--- config.mk ---
export PLATFORM = sky130hd
export DESIGN_NAME = fetch_stage
export DESIGN_NICKNAME = d
export VERILOG_FILES = /design/src/rtl/cpu_pkg.sv /design/src/rtl/fetch_fifo.sv /design/src/rtl/fetch_stage.sv
export SDC_FILE = /design/constraint.sdc
export NUM_CORES = 1
export LEC_CHECK = 0
export CORE_ASPECT_RATIO = 0.7
export CORE_MARGIN = 3
export CORE_UTILIZATION = 33
export DETAILED_ROUTE_END_ITERATION = 10
export GPL_TIMING_DRIVEN = 0
export HOLD_SLACK_MARGIN = 0.08
export MAX_ROUTING_LAYER = met4
export PLACE_DENSITY = 0.52
export SETUP_SLACK_MARGIN = 0.15
export SKIP_CTS_REPAIR_TIMING = 1
export SYNTH_ARGS = -nofsm -noshare
export SYNTH_HDL_FRONTEND = slang
export SYNTH_SLANG_ARGS = --single-unit
--- constraint.sdc ---
create_clock -name clk -period 2.65 [get_ports clk]
set_input_delay 0.53 -clock clk [delete_from_list [all_inputs] [get_ports clk]]
set_output_delay 0.53 -clock clk [all_outputs]
set_load 0.02 [all_outputs]
--- src/rtl/cpu_pkg.sv ---
// Shared CPU constants used by the fetch stage and its prefetch buffer.
package cpu_pkg;

    localparam int          DATA_W     = 22;
    localparam logic [21:0] NOP_INSTR  = 22'h0;
    localparam logic [3:0]  PC_REG_IDX = 4'b1011;
    localparam int          PC_STEP    = 4;
    localparam int          PC_AHEAD   = 8;

endpackage

--- src/rtl/fetch_fifo.sv ---
// Prefetch FIFO: power-of-two ring buffer with flush, simultaneous push/pop when full.
module fetch_fifo #(
    parameter int WIDTH = 44,
    parameter int DEPTH = 4
) (
    input  logic                   clk,
    input  logic                   rst,
    input  logic                   push,
    input  logic [WIDTH-1:0]       push_data,
    input  logic                   pop,
    input  logic                   flush,
    output logic [WIDTH-1:0]       pop_data,
    output logic                   full,
    output logic                   empty,
    output logic [$clog2(DEPTH):0] count
);

    localparam int PTR_W = $clog2(DEPTH);
    localparam int CNT_W = PTR_W + 1;

    logic [WIDTH-1:0] mem_q [DEPTH];
    logic [PTR_W-1:0] wr_ptr_q, wr_ptr_d;
    logic [PTR_W-1:0] rd_ptr_q, rd_ptr_d;
    logic [CNT_W-1:0] count_q, count_d;
    logic             do_push;
    logic             do_pop;

    // A push into a full buffer is only legal when the head leaves in the same cycle.
    always_comb begin
        wr_ptr_d = wr_ptr_q;
        rd_ptr_d = rd_ptr_q;
        count_d  = count_q;
        do_pop   = pop & (count_q != '0);
        do_push  = push & ((count_q != CNT_W'(DEPTH)) | do_pop);
        if (flush) begin
            wr_ptr_d = '0;
            rd_ptr_d = '0;
            count_d  = '0;
        end else begin
            if (do_push) wr_ptr_d = wr_ptr_q + 1'b1;
            if (do_pop)  rd_ptr_d = rd_ptr_q + 1'b1;
            count_d = count_q + CNT_W'(do_push) - CNT_W'(do_pop);
        end
    end

    always_ff @(posedge clk or negedge rst) begin
        if (!rst) begin
            wr_ptr_q <= '0;
            rd_ptr_q <= '0;
            count_q  <= '0;
        end else begin
            wr_ptr_q <= wr_ptr_d;
            rd_ptr_q <= rd_ptr_d;
            count_q  <= count_d;
        end
    end

    always_ff @(posedge clk) begin
        if (do_push && !flush) mem_q[wr_ptr_q] <= push_data;
    end

    assign pop_data = mem_q[rd_ptr_q];
    assign count    = count_q;
    assign empty    = (count_q == '0);
    assign full     = (count_q == CNT_W'(DEPTH));

endmodule

--- src/rtl/fetch_stage.sv ---
// Instruction fetch: one-outstanding req/ack memory interface, prefetch FIFO and
// the decode-facing output register, with stall and branch redirect handling.
module fetch_stage #(
    parameter int                DATA_W   = cpu_pkg::DATA_W,
    parameter int                DEPTH    = 4,
    parameter logic [DATA_W-1:0] RESET_PC = '0
) (
    input  logic              clk,
    input  logic              rst,
    output logic              imem_req,
    output logic [DATA_W-1:0] imem_addr,
    input  logic              imem_ack,
    input  logic [DATA_W-1:0] imem_rdata,
    input  logic              stall_d,
    input  logic              branch_taken,
    input  logic [DATA_W-1:0] branch_target,
    output logic [DATA_W-1:0] instruction_decode,
    output logic [DATA_W-1:0] pc_plus_8,
    output logic              valid_decode
);

    import cpu_pkg::*;

    localparam int                CNT_W  = $clog2(DEPTH) + 1;
    localparam int                FIFO_W = 2 * DATA_W;
    localparam logic [DATA_W-1:0] NOP_W  = DATA_W'(NOP_INSTR);

    logic [DATA_W-1:0] fetch_pc_q, fetch_pc_d;
    logic [DATA_W-1:0] addr_q, addr_d;
    logic              req_q, req_d;
    logic              discard_q, discard_d;
    logic [DATA_W-1:0] instr_q, instr_d;
    logic [DATA_W-1:0] pc8_q, pc8_d;
    logic              valid_q, valid_d;

    logic              ack_fire;
    logic              accept;
    logic              outstanding_next;
    logic [FIFO_W-1:0] ack_entry;
    logic              fifo_push;
    logic              fifo_pop;
    logic              fifo_flush;
    logic [FIFO_W-1:0] fifo_rdata;
    logic              fifo_full;
    logic              fifo_empty;
    logic [CNT_W-1:0]  fifo_count;
    logic [CNT_W-1:0]  fifo_count_next;

    fetch_fifo #(
        .WIDTH (FIFO_W),
        .DEPTH (DEPTH)
    ) u_fifo (
        .clk       (clk),
        .rst       (rst),
        .push      (fifo_push),
        .push_data (ack_entry),
        .pop       (fifo_pop),
        .flush     (fifo_flush),
        .pop_data  (fifo_rdata),
        .full      (fifo_full),
        .empty     (fifo_empty),
        .count     (fifo_count)
    );

    // Returned word is kept unless it answers a request that a redirect has made stale.
    always_comb begin
        ack_fire  = req_q & imem_ack;
        accept    = ack_fire & ~discard_q & ~branch_taken;
        ack_entry = {imem_rdata, addr_q + DATA_W'(PC_AHEAD)};
    end

    always_comb begin
        instr_d    = instr_q;
        pc8_d      = pc8_q;
        valid_d    = valid_q;
        fifo_push  = 1'b0;
        fifo_pop   = 1'b0;
        fifo_flush = branch_taken;
        if (branch_taken) begin
            instr_d = NOP_W;
            pc8_d   = '0;
            valid_d = 1'b0;
        end else if (!stall_d) begin
            if (!fifo_empty) begin
                instr_d   = fifo_rdata[FIFO_W-1:DATA_W];
                pc8_d     = fifo_rdata[DATA_W-1:0];
                valid_d   = 1'b1;
                fifo_pop  = 1'b1;
                fifo_push = accept;
            end else if (accept) begin
                instr_d = ack_entry[FIFO_W-1:DATA_W];
                pc8_d   = ack_entry[DATA_W-1:0];
                valid_d = 1'b1;
            end else begin
                instr_d = NOP_W;
                pc8_d   = '0;
                valid_d = 1'b0;
            end
        end else begin
            fifo_push = accept & ~fifo_full;
        end
    end

    // Issue decisions look at the FIFO occupancy after this edge so it never overfills.
    always_comb begin
        if (fifo_flush) fifo_count_next = '0;
        else            fifo_count_next = fifo_count + CNT_W'(fifo_push) - CNT_W'(fifo_pop);

        outstanding_next = req_q & ~ack_fire;
        discard_d        = outstanding_next & (discard_q | branch_taken);

        fetch_pc_d = fetch_pc_q;
        if (branch_taken)  fetch_pc_d = branch_target;
        else if (accept)   fetch_pc_d = fetch_pc_q + DATA_W'(PC_STEP);

        req_d  = 1'b0;
        addr_d = fetch_pc_d;
        if (outstanding_next) begin
            req_d  = 1'b1;
            addr_d = addr_q;
        end else if (32'(fifo_count_next) < DEPTH) begin
            req_d = 1'b1;
        end
    end

    always_ff @(posedge clk or negedge rst) begin
        if (!rst) begin
            fetch_pc_q <= RESET_PC;
            addr_q     <= RESET_PC;
            req_q      <= 1'b0;
            discard_q  <= 1'b0;
            instr_q    <= NOP_W;
            pc8_q      <= '0;
            valid_q    <= 1'b0;
        end else begin
            fetch_pc_q <= fetch_pc_d;
            addr_q     <= addr_d;
            req_q      <= req_d;
            discard_q  <= discard_d;
            instr_q    <= instr_d;
            pc8_q      <= pc8_d;
            valid_q    <= valid_d;
        end
    end

    assign imem_req           = req_q;
    assign imem_addr          = addr_q;
    assign instruction_decode = instr_q;
    assign pc_plus_8          = pc8_q;
    assign valid_decode       = valid_q;

endmodule

==> impl_metrics.json <==
{
  "top_cells_by_area": "edfxtp_1 (47%), dfrtp_1 (22%), mux4_2 (8.7%)",
  "worst_slack_ns": 0.209,
  "setup_viol": 0,
  "largest_reg_flops": 176,
  "placedCellCount": 1306,
  "rr_worst_depth": 9,
  "hold_path.class": "in2async",
  "initial_core_util": 0.336,
  "maxCapViolations": 0,
  "final_cell_mix": "edfxtp_1 (176), clkdlybuf4s50_1 (115), dfrtp_1 (97)",
  "fmax_mhz": 410,
  "status": "finished, final reports clean",
  "dr.first_iter.drc_count": 454,
  "cts_tree": "done",
  "finalInstanceArea_um2": 14200,
  "syn-num-nets": 784,
  "p_seq_frac": 0.416,
  "period_minus_slack_ns": 2.44,
  "numSynthFlops": 274,
  "combPwrFrac": 0.280,
  "path_max_fanout": 22,
  "synth_area_per_cell_um2": 15.6,
  "htree_levels": 1,
  "crit_end": "u_fifo.mem_q[3][33]$_DFFE_PP_",
  "cp-start-kind": "input port",
  "rsz0062_at_grt": "yes",
  "clkTransAtPathRegs_ns": 0.06,
  "drive_above_1_share": 0.168,
  "common_cells": "edfxtp_1 (176), dfrtp_1 (98), nand2_1 (70)",
  "die_w_um": 228,
  "yosys-stat-area_um2": 11300,
  "die_h_um": 161,
  "ys_cells": 725
}
## area by class of cell
cell class                      instances  area, um^2
Buffer                                 37         185
Clock buffer                           41         840
Clock inverter                         11         114
Fill cell                            3098       19500
Inverter                               13        48.8
Multi-Input combinational cell        403        3440
Sequential cell                       274        7740
Tap cell                              464         581
Timing Repair Buffer                  125        1300
## critical path, stage by stage
cell	delay [ns]
clkdlybuf4s50_1	0.47
clkbuf_2	0.30
nand4bb_2	0.39
a31oi_4	0.28
buf_4	0.17
and2_4	0.29
buf_12	0.24
## cell families (layout without fill, tap and decap cells)
group,after synthesis,count (layout),synth area share
DFF,274,274,0.683
and+or+nand+nor,166,168,0.0716
muxes,94,94,0.133
AOI/OAI and AO/OA,92,92,0.0520
buffers and inverters,50,227,0.0189
xor gates and xnor gates,39,39,0.0301
adders and majority gates,10,10,0.0117
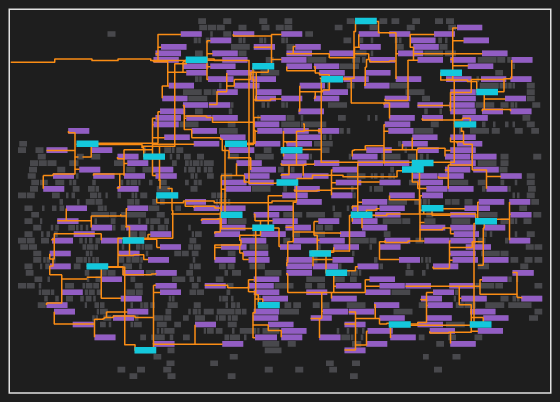
**Above:** clock wires, drivers and flops.
- cyan: clock drivers (count 28)
- purple: flip-flops (count 274)
- orange: clock wires (length 3680 um)
- routed clock nets: 29
- flops lie: spread over the die
clock power share: 0.304
clk_lat worst skew: 0.56 ns
skew final: 0.0146 ns
P_clk: 4060 uW

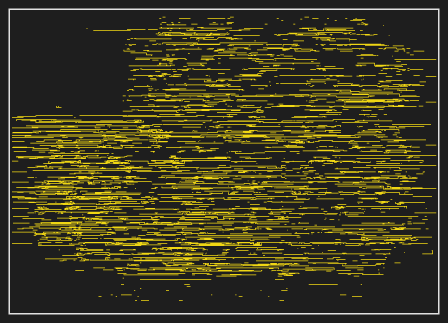
**Above:** the metal 1 layer.
- nets with wire on the layer: 865
- longest straight run: 92.9 um
M1 GR Usage: 0.239
final WL: 28500 um
Vias: 6711

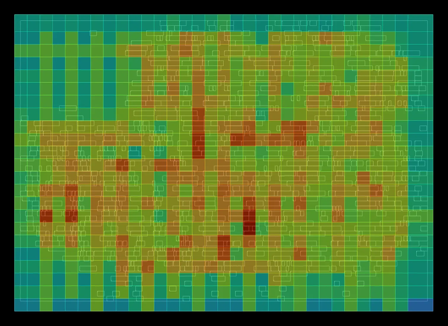
**Above:** track usage over the die.
Wirelength per Cell: 20.9 um
Most Crowded Layer GR: met1
Total GRT Usage: 0.159
met3 GRT Util: 0.0282

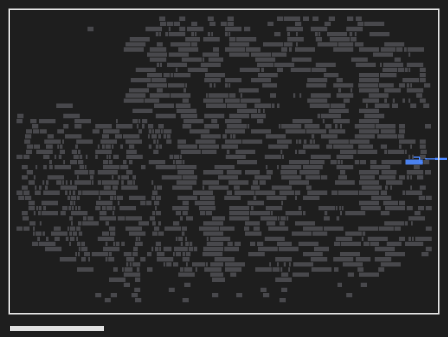
**Above:** I/O nets highlighted.
The bar under the picture is 50 um long.
- blue: `valid_decode` (direction output; end cells 1; buffers 1; wire 13.2 um)
IO Count: 117
port bufs: 116

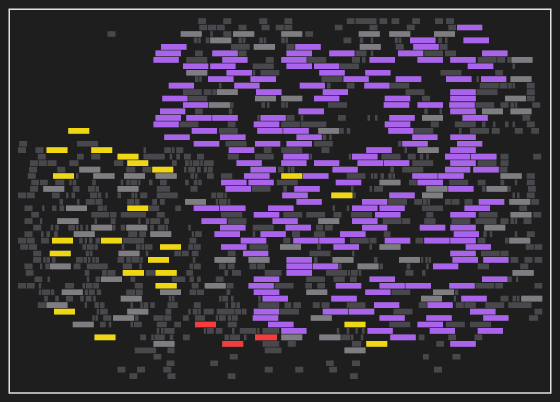
**Above:** where the registers sit.
- yellow: `imem_addr` (sequential cells 22)
- purple: `u_fifo.mem_q` (sequential cells 176)
- red: `u_fifo.count` (sequential cells 3)
Seq area share: 0.543
FF+latch area: 7740 um^2
Seq. pwr: 5570 uW
Final Util: 0.423

No activity file was given, so power comes from the tool's default toggle rates.
